--- config.mk ---
export PLATFORM = sky130hd
export DESIGN_NAME = npu_inst_sequencer
export DESIGN_NICKNAME = d
export VERILOG_FILES = /design/src/rtl/npu_pkg.sv /design/src/rtl/npu_inst_sequencer.sv
export SDC_FILE = /design/constraint.sdc
export NUM_CORES = 1
export LEC_CHECK = 0
export ABC_AREA = 1
export ABC_CLOCK_PERIOD_IN_PS = 4150
export CAP_MARGIN = 20
export CORE_MARGIN = 2
export CORE_UTILIZATION = 39
export DETAILED_ROUTE_END_ITERATION = 16
export PLACE_DENSITY_LB_ADDON = 0.08
export REMOVE_ABC_BUFFERS = 1
export SETUP_SLACK_MARGIN = 0.1
export SYNTH_ARGS = -nofsm -noshare
export SYNTH_HDL_FRONTEND = slang
export SYNTH_SLANG_ARGS = --single-unit
--- constraint.sdc ---
create_clock -name clk -period 4.15 [get_ports clk]
set_input_delay 0.83 -clock clk [delete_from_list [all_inputs] [get_ports clk]]
set_output_delay 0.83 -clock clk [all_outputs]
set_load 0.01 [all_outputs]
--- src/rtl/npu_pkg.sv ---
// Shared types and constants for the NPU instruction sequencer.
package npu_pkg;

    localparam int INST_W  = 128;
    localparam int PC_W    = 8;
    localparam int FLAG_AW = 9;

    localparam logic [7:0] DONE_TOKEN = 8'h01;
    localparam logic [7:0] HALT_OP    = 8'hFF;

    localparam int OPC_HI = 127;
    localparam int OPC_LO = 120;

    typedef enum logic [2:0] {
        S_IDLE,
        S_POLL,
        S_CHK,
        S_FETCH,
        S_LOAD,
        S_ISSUE,
        S_EXEC,
        S_POST
    } seq_state_t;

    function automatic logic is_halt_op(input logic [INST_W-1:0] inst);
        return inst[OPC_HI:OPC_LO] == HALT_OP;
    endfunction

endpackage

--- src/rtl/npu_inst_sequencer.sv ---
// Fetch/dispatch controller: walks the instruction ring shared with the HPS,
// hands each valid slot to the execute engine and posts a completion token.
//
// state   | meaning
// --------+----------------------------------------------------------
// S_IDLE  | stopped; waits for enable with run_armed set
// S_POLL  | read inst_valid[pc]
// S_CHK   | flag data back; valid -> fetch, empty -> re-poll or stop
// S_FETCH | read inst_sram[pc]
// S_LOAD  | latch instruction; HALT skips the engine
// S_ISSUE | offer instruction to engine until accepted
// S_EXEC  | wait for engine completion pulse
// S_POST  | write done token, clear flag, advance pc
module npu_inst_sequencer
    import npu_pkg::*;
(
    input  logic               clk,
    input  logic               reset_n,
    input  logic               enable,
    output logic [FLAG_AW-1:0] ivld_address,
    output logic               ivld_chipselect,
    output logic               ivld_write,
    output logic [7:0]         ivld_writedata,
    input  logic [7:0]         ivld_readdata,
    output logic [PC_W-1:0]    isram_address,
    output logic               isram_chipselect,
    input  logic [INST_W-1:0]  isram_readdata,
    output logic [FLAG_AW-1:0] done_address,
    output logic               done_chipselect,
    output logic               done_write,
    output logic [7:0]         done_writedata,
    output logic               exe_valid,
    output logic [INST_W-1:0]  exe_inst,
    input  logic               exe_ready,
    input  logic               exe_done,
    output logic [PC_W-1:0]    pc,
    output logic               busy
);

    seq_state_t state;
    seq_state_t state_nxt;
    logic       run_armed;
    logic       halt_q;

    // Addresses follow the registered pc directly; pc only moves at the end of S_POST.
    assign ivld_address   = {1'b0, pc};
    assign isram_address  = pc;
    assign done_address   = {1'b0, pc};
    assign ivld_writedata = 8'h00;

    // Next-state decision; strobes are then registered from it so they line up with the state.
    always_comb begin
        state_nxt = state;
        case (state)
            S_IDLE:  if (enable && run_armed) state_nxt = S_POLL;
            S_POLL:  state_nxt = S_CHK;
            S_CHK: begin
                if (ivld_readdata != 8'h00) state_nxt = S_FETCH;
                else if (!enable)           state_nxt = S_IDLE;
                else                        state_nxt = S_POLL;
            end
            S_FETCH: state_nxt = S_LOAD;
            S_LOAD:  state_nxt = is_halt_op(isram_readdata) ? S_POST : S_ISSUE;
            S_ISSUE: if (exe_ready) state_nxt = exe_done ? S_POST : S_EXEC;
            S_EXEC:  if (exe_done)  state_nxt = S_POST;
            S_POST:  state_nxt = (halt_q || !enable) ? S_IDLE : S_POLL;
            default: state_nxt = S_IDLE;
        endcase
    end

    // State register, registered strobes, instruction latch and pc/run_armed bookkeeping.
    always_ff @(posedge clk or negedge reset_n) begin
        if (!reset_n) begin
            state            <= S_IDLE;
            run_armed        <= 1'b1;
            halt_q           <= 1'b0;
            pc               <= '0;
            busy             <= 1'b0;
            ivld_chipselect  <= 1'b0;
            ivld_write       <= 1'b0;
            isram_chipselect <= 1'b0;
            done_chipselect  <= 1'b0;
            done_write       <= 1'b0;
            done_writedata   <= 8'h00;
            exe_valid        <= 1'b0;
            exe_inst         <= '0;
        end else begin
            state            <= state_nxt;
            busy             <= (state_nxt != S_IDLE);
            ivld_chipselect  <= (state_nxt == S_POLL) || (state_nxt == S_POST);
            ivld_write       <= (state_nxt == S_POST);
            isram_chipselect <= (state_nxt == S_FETCH);
            done_chipselect  <= (state_nxt == S_POST);
            done_write       <= (state_nxt == S_POST);
            done_writedata   <= DONE_TOKEN;
            exe_valid        <= (state_nxt == S_ISSUE);

            if (state == S_IDLE && !enable) run_armed <= 1'b1;

            if (state == S_LOAD) begin
                exe_inst <= isram_readdata;
                halt_q   <= is_halt_op(isram_readdata);
            end

            // HALT leaves the sequencer disarmed until the HPS drops enable.
            if (state == S_POST) begin
                pc <= pc + 1'b1;
                if (halt_q) run_armed <= 1'b0;
            end
        end
    end

endmodule
==> ci_impl_report.md, run 1 <==
## PnR job results

| Metric | Value |
|---|---|
| Seq group | `2.49 mW` |
| Layout area overhead | `58.6%` |
| GRT Max-Usage Layer | `met2` |
| Combinational Power Share | `45.2%` |
| Port Buf Inserts | `308` |
| Wire per inst | `14.2 µm` |
| Largest reg by FF count | `exe_inst` |
| Hold depth | `2` |
| Crit start category | `register` |
| Non-clock buffers, area share | `32.6%` |
| Setup violators final | `0` |
| Layout cells sized above 1 | `4.86%` |
| Top cells excl fill/tap | `412 x nand2_1, 307 x clkdlybuf4s50_1, 146 x dfrtp_1, 18 x nor2_1, 18 x conb_1` |
| Die area | `16500 µm²` |
| Routed via count | `5199` |
| Power Density | `roughly 760 nW/µm²` |
| Cell with the most instances after synthesis | `nand2_1` |
| Sw Ratio | `35.6%` |
| Grt met2 use | `32.9%` |
| Wire length on met2 | `8000 µm` |
| Clk tree area frac | `~6.0%` |
| Logic area | `1900 µm²` |
| Max-Cap Viols | `0` |
| Synth Instances | `696` |
| Placed Cells | `1143` |
| Io pins | `326` |
| Flops | `147` |
| DRC viols | `0` |
| Via density | `4.42` |
| Psw | `2.59 mW` |
| Clock tree buffer depth | `2` |
| Met3 WL | `1650 µm` |
| Mux share | `0%` |
| Complex Gates by Area | `less than 1%` |
| Worst slack, placed | `approximately 1.8 ns` |
| Sequential cell area | `3680 µm²` |
| Crit. Startpoint | `state[0]$_DFF_PN0_` |
| Status | `finished, final reports clean` |
| Number of logic gates | `478` |
| Uppermost layer routed | `met4` |
Figure 1. Placed cells, one colour a class (run 1).
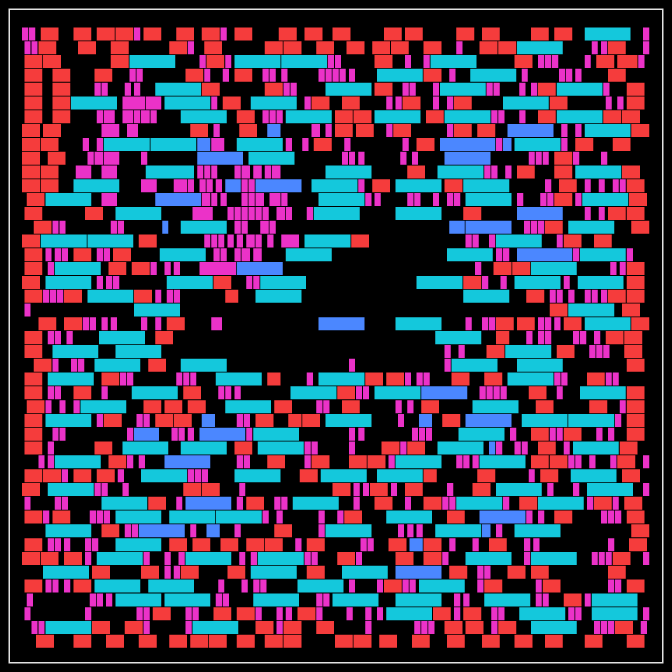
Key: combinational and other logic = magenta [cells 495, share of their area 21%]; remaining buffers and delay cells = red [cells 313, share of their area 33%]; clock drivers and dummy loads = blue [cells 32, share of their area 6.2%]; sequential cells = cyan [cells 147, share of their area 39%]
Final Core Density: 63.3%
flop share of the area: 38.4%
number of core rows: 45
post-route cell area: 9590 µm²
core footprint: 15100 µm²

Figure 2. Sequential cells coloured by netlist name (run 1).
Other sequential cells in the stronger grey, the rest of the logic in the fainter grey.
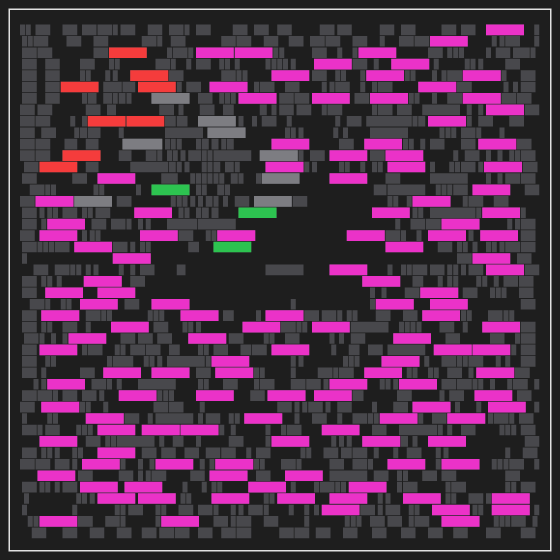
Key: `exe_inst` = magenta [flops 128, where spread over the die]; `isram_address` = red [flops 8, where top left]; `state` = green [flops 3]
Another 8 sequential cells are not coloured.

Figure 3. Clock wires, drivers and flops (run 1).
Bar = 50 µm.
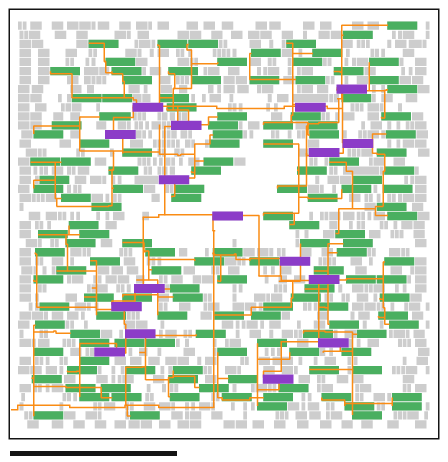
Key: flip-flops = green [count 147]; clock drivers = purple [count 17]; clock wires = orange [length 1850 µm]
There are 18 routed clock nets.
Clock Power Share: 20.6%
Insertion Delay late pin: 0.42 ns
Clk. pwr: 1.49 mW
Fin Clk Skew: 0.00825 ns

Figure 4. Gate-type map (run 1).
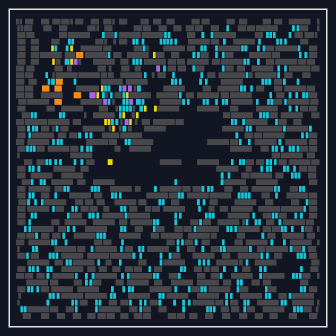

==> run 1 -> run 2 <==
Settings changed: ABC_CLOCK_PERIOD_IN_PS 4150 to 2100, CORE_UTILIZATION 39 to 35.
Clock period 4.15 ns to 2.1 ns, I/O delays scaled along.
Figure 5. Gate-type map (run 2).
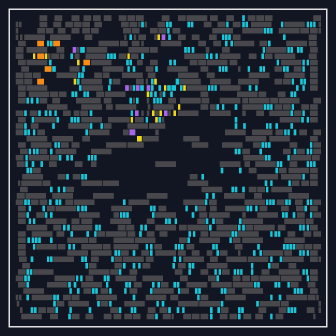
Key: xor and xnor cells = orange [cells 6, where top left]; inv cells = yellow [cells 17, where top middle]; aoi and oai cells = purple [cells 8, where top middle]; nand cells = cyan [cells 418, where spread over the die]

Figure 6. Placed cells, one colour a class (run 2).
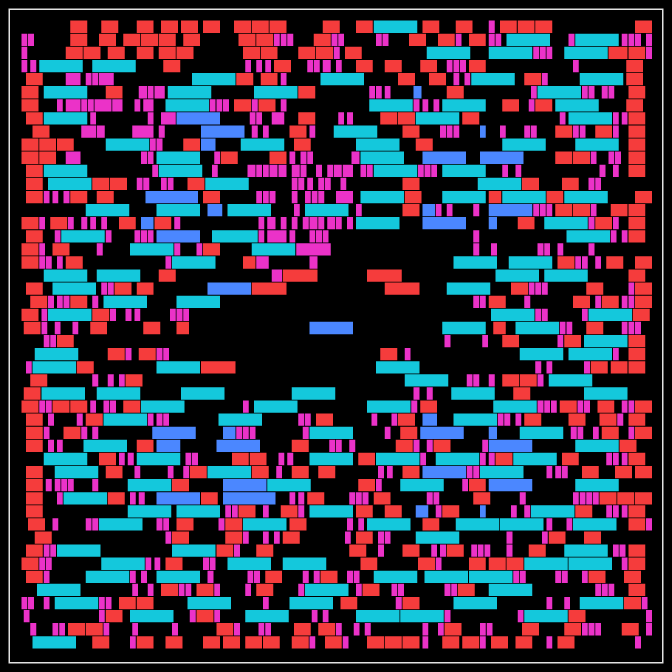
Key: clock drivers and dummy loads = blue [cells 32, share of their area 6.1%]; remaining buffers and delay cells = red [cells 318, share of their area 34%]; combinational and other logic = magenta [cells 495, share of their area 21%]; sequential cells = cyan [cells 147, share of their area 39%]
number of core rows: 48
Final Core Density: 56.9%

==> run 2 against run 1 <==
Compared with the run above: first-iteration DRC count down 51%; setup slack got worse by 1.6 ns; sequential share of layout area fell by 0.58 points; synthesized area is the same; die size rose by 11%; synthesized cell count unchanged; clock-buffer cell count stayed put; register-to-register slack worse by 1.3 ns; routed wire length is 0.44% lower; non-clock buffer count grew 5; highest routed layer unchanged.
==> ci_impl_report.md, run 2 <==
## PnR job results

| Metric | Value |
|---|---|
| Post-cts sizing count | `0` |
| Area share, top type | `60.5%` |
| Setup violators final | `0 (unchanged)` |
| Sequential cell area | `3680 µm² (unchanged)` |
| First-pass GRT wire length | `26000 µm` |
| CP Data Arrival Time | `1.45 ns` |
| Non-clock buffers, area share | `33.1% (+0.56 points)` |
| Cell with the most instances after synthesis | `nand2_1` |
| Top cells excl fill/tap | `412 x nand2_1, 307 x clkdlybuf4s50_1, 146 x dfrtp_1, 18 x nor2_1, 18 x conb_1` |
| Flop share of the area | `37.8% (-0.58 points)` |
| Via density | `4.21 (-5.0%)` |
| Most numerous logic cell after layout | `nand2_1` |
| Port Buf Inserts | `308 (unchanged)` |
| Fillers | `between 1000 and 1500` |
| Status | `finished, final reports clean` |
| Number of logic gates | `478 (unchanged)` |
| Postcts setup bufs | `0` |
| Placed Cells | `1184 (+3.6%)` |
| Sequential cell fraction of total power | `33.9%` |
| Wire per inst | `13.6 µm (-3.9%)` |
| Insertion Delay late pin | `0.41 ns (about the same)` |
| Clk tree area frac | `5.94% (-0.10 points)` |
| Global route overflow | `0` |
| R2r startpoint | `state[0]$_DFF_PN0_` |
| CP Depth | `1` |
| Setup_tns | `0 ns` |
| Grt met2 use | `28.9% (-4.0 points)` |
| Hold WC Path Type | `reg2reg` |
| Highest Clock Rate | `534 MHz` |
| Post-route cell area | `9730 µm² (+1.5%)` |
| Sw Ratio | `35.3% (-0.29 points)` |
| Psw | `5.09 mW (+97%)` |
| Hold depth | `2 (unchanged)` |
| Vias in the first global route | `5028` |
| Routed length on met1 | `7130 µm` |
| Layout area overhead | `61.1%` |
| M1 GR Usage | `23.6%` |
| Clk. pwr | `2.96 mW (+99%)` |
| Gpl congestion | `0.791` |
| Logic area | `1900 µm² (unchanged)` |
| Synth Instances | `696 (unchanged)` |
| Clock Power Share | `20.6% (about the same)` |
| Combinational Power Share | `45.5% (+0.3 points)` |
| Complex Gates by Area | `0.828% (unchanged)` |
| Crit start category | `register` |
| XOR/XNOR share of the synthesized area | `0.870%` |
| Max-Cap Viols | `0 (unchanged)` |
| Crit. Startpoint | `isram_address[0]$_DFFE_PN0N_` |
| Comb pwr | `roughly 6.6 mW` |
| Largest reg by FF count | `exe_inst` |
| Io pins | `326 (unchanged)` |
| Die area | `18300 µm² (+11%)` |
| Distinct lib cells used | `26` |
| Seq group | `4.89 mW (+96%)` |
| Mux share | `0% (unchanged)` |
| Flops | `147 (unchanged)` |
| Post-DP HPWL | `between 10000 and 15000 µm` |
| Uppermost layer routed | `met4` |
| Power Density | `1480 nW/µm² (+95%)` |
| Fin Clk Skew | `0.00797 ns (-0.000277 ns)` |
| Delay-heaviest family, CP | `buffers and inverters` |
| Clk sinks | `147` |
| Routed via count | `5118 (-1.6%)` |
| DRC viols | `0 (unchanged)` |
| DIE WIDTH | `135 µm` |
| Worst slack, placed | `0.320 ns (-1.49 ns)` |
| Wire length on met2 | `7720 µm (-3.4%)` |
| Clock tree buffer depth | `2 (unchanged)` |
| Core footprint | `17100 µm² (+13%)` |
| Layout cells sized above 1 | `5.24% (+0.38 points)` |
| GRT Max-Usage Layer | `met2` |
| Met3 WL | `1420 µm (-14%)` |
Power is estimated from default activity; no workload was simulated.
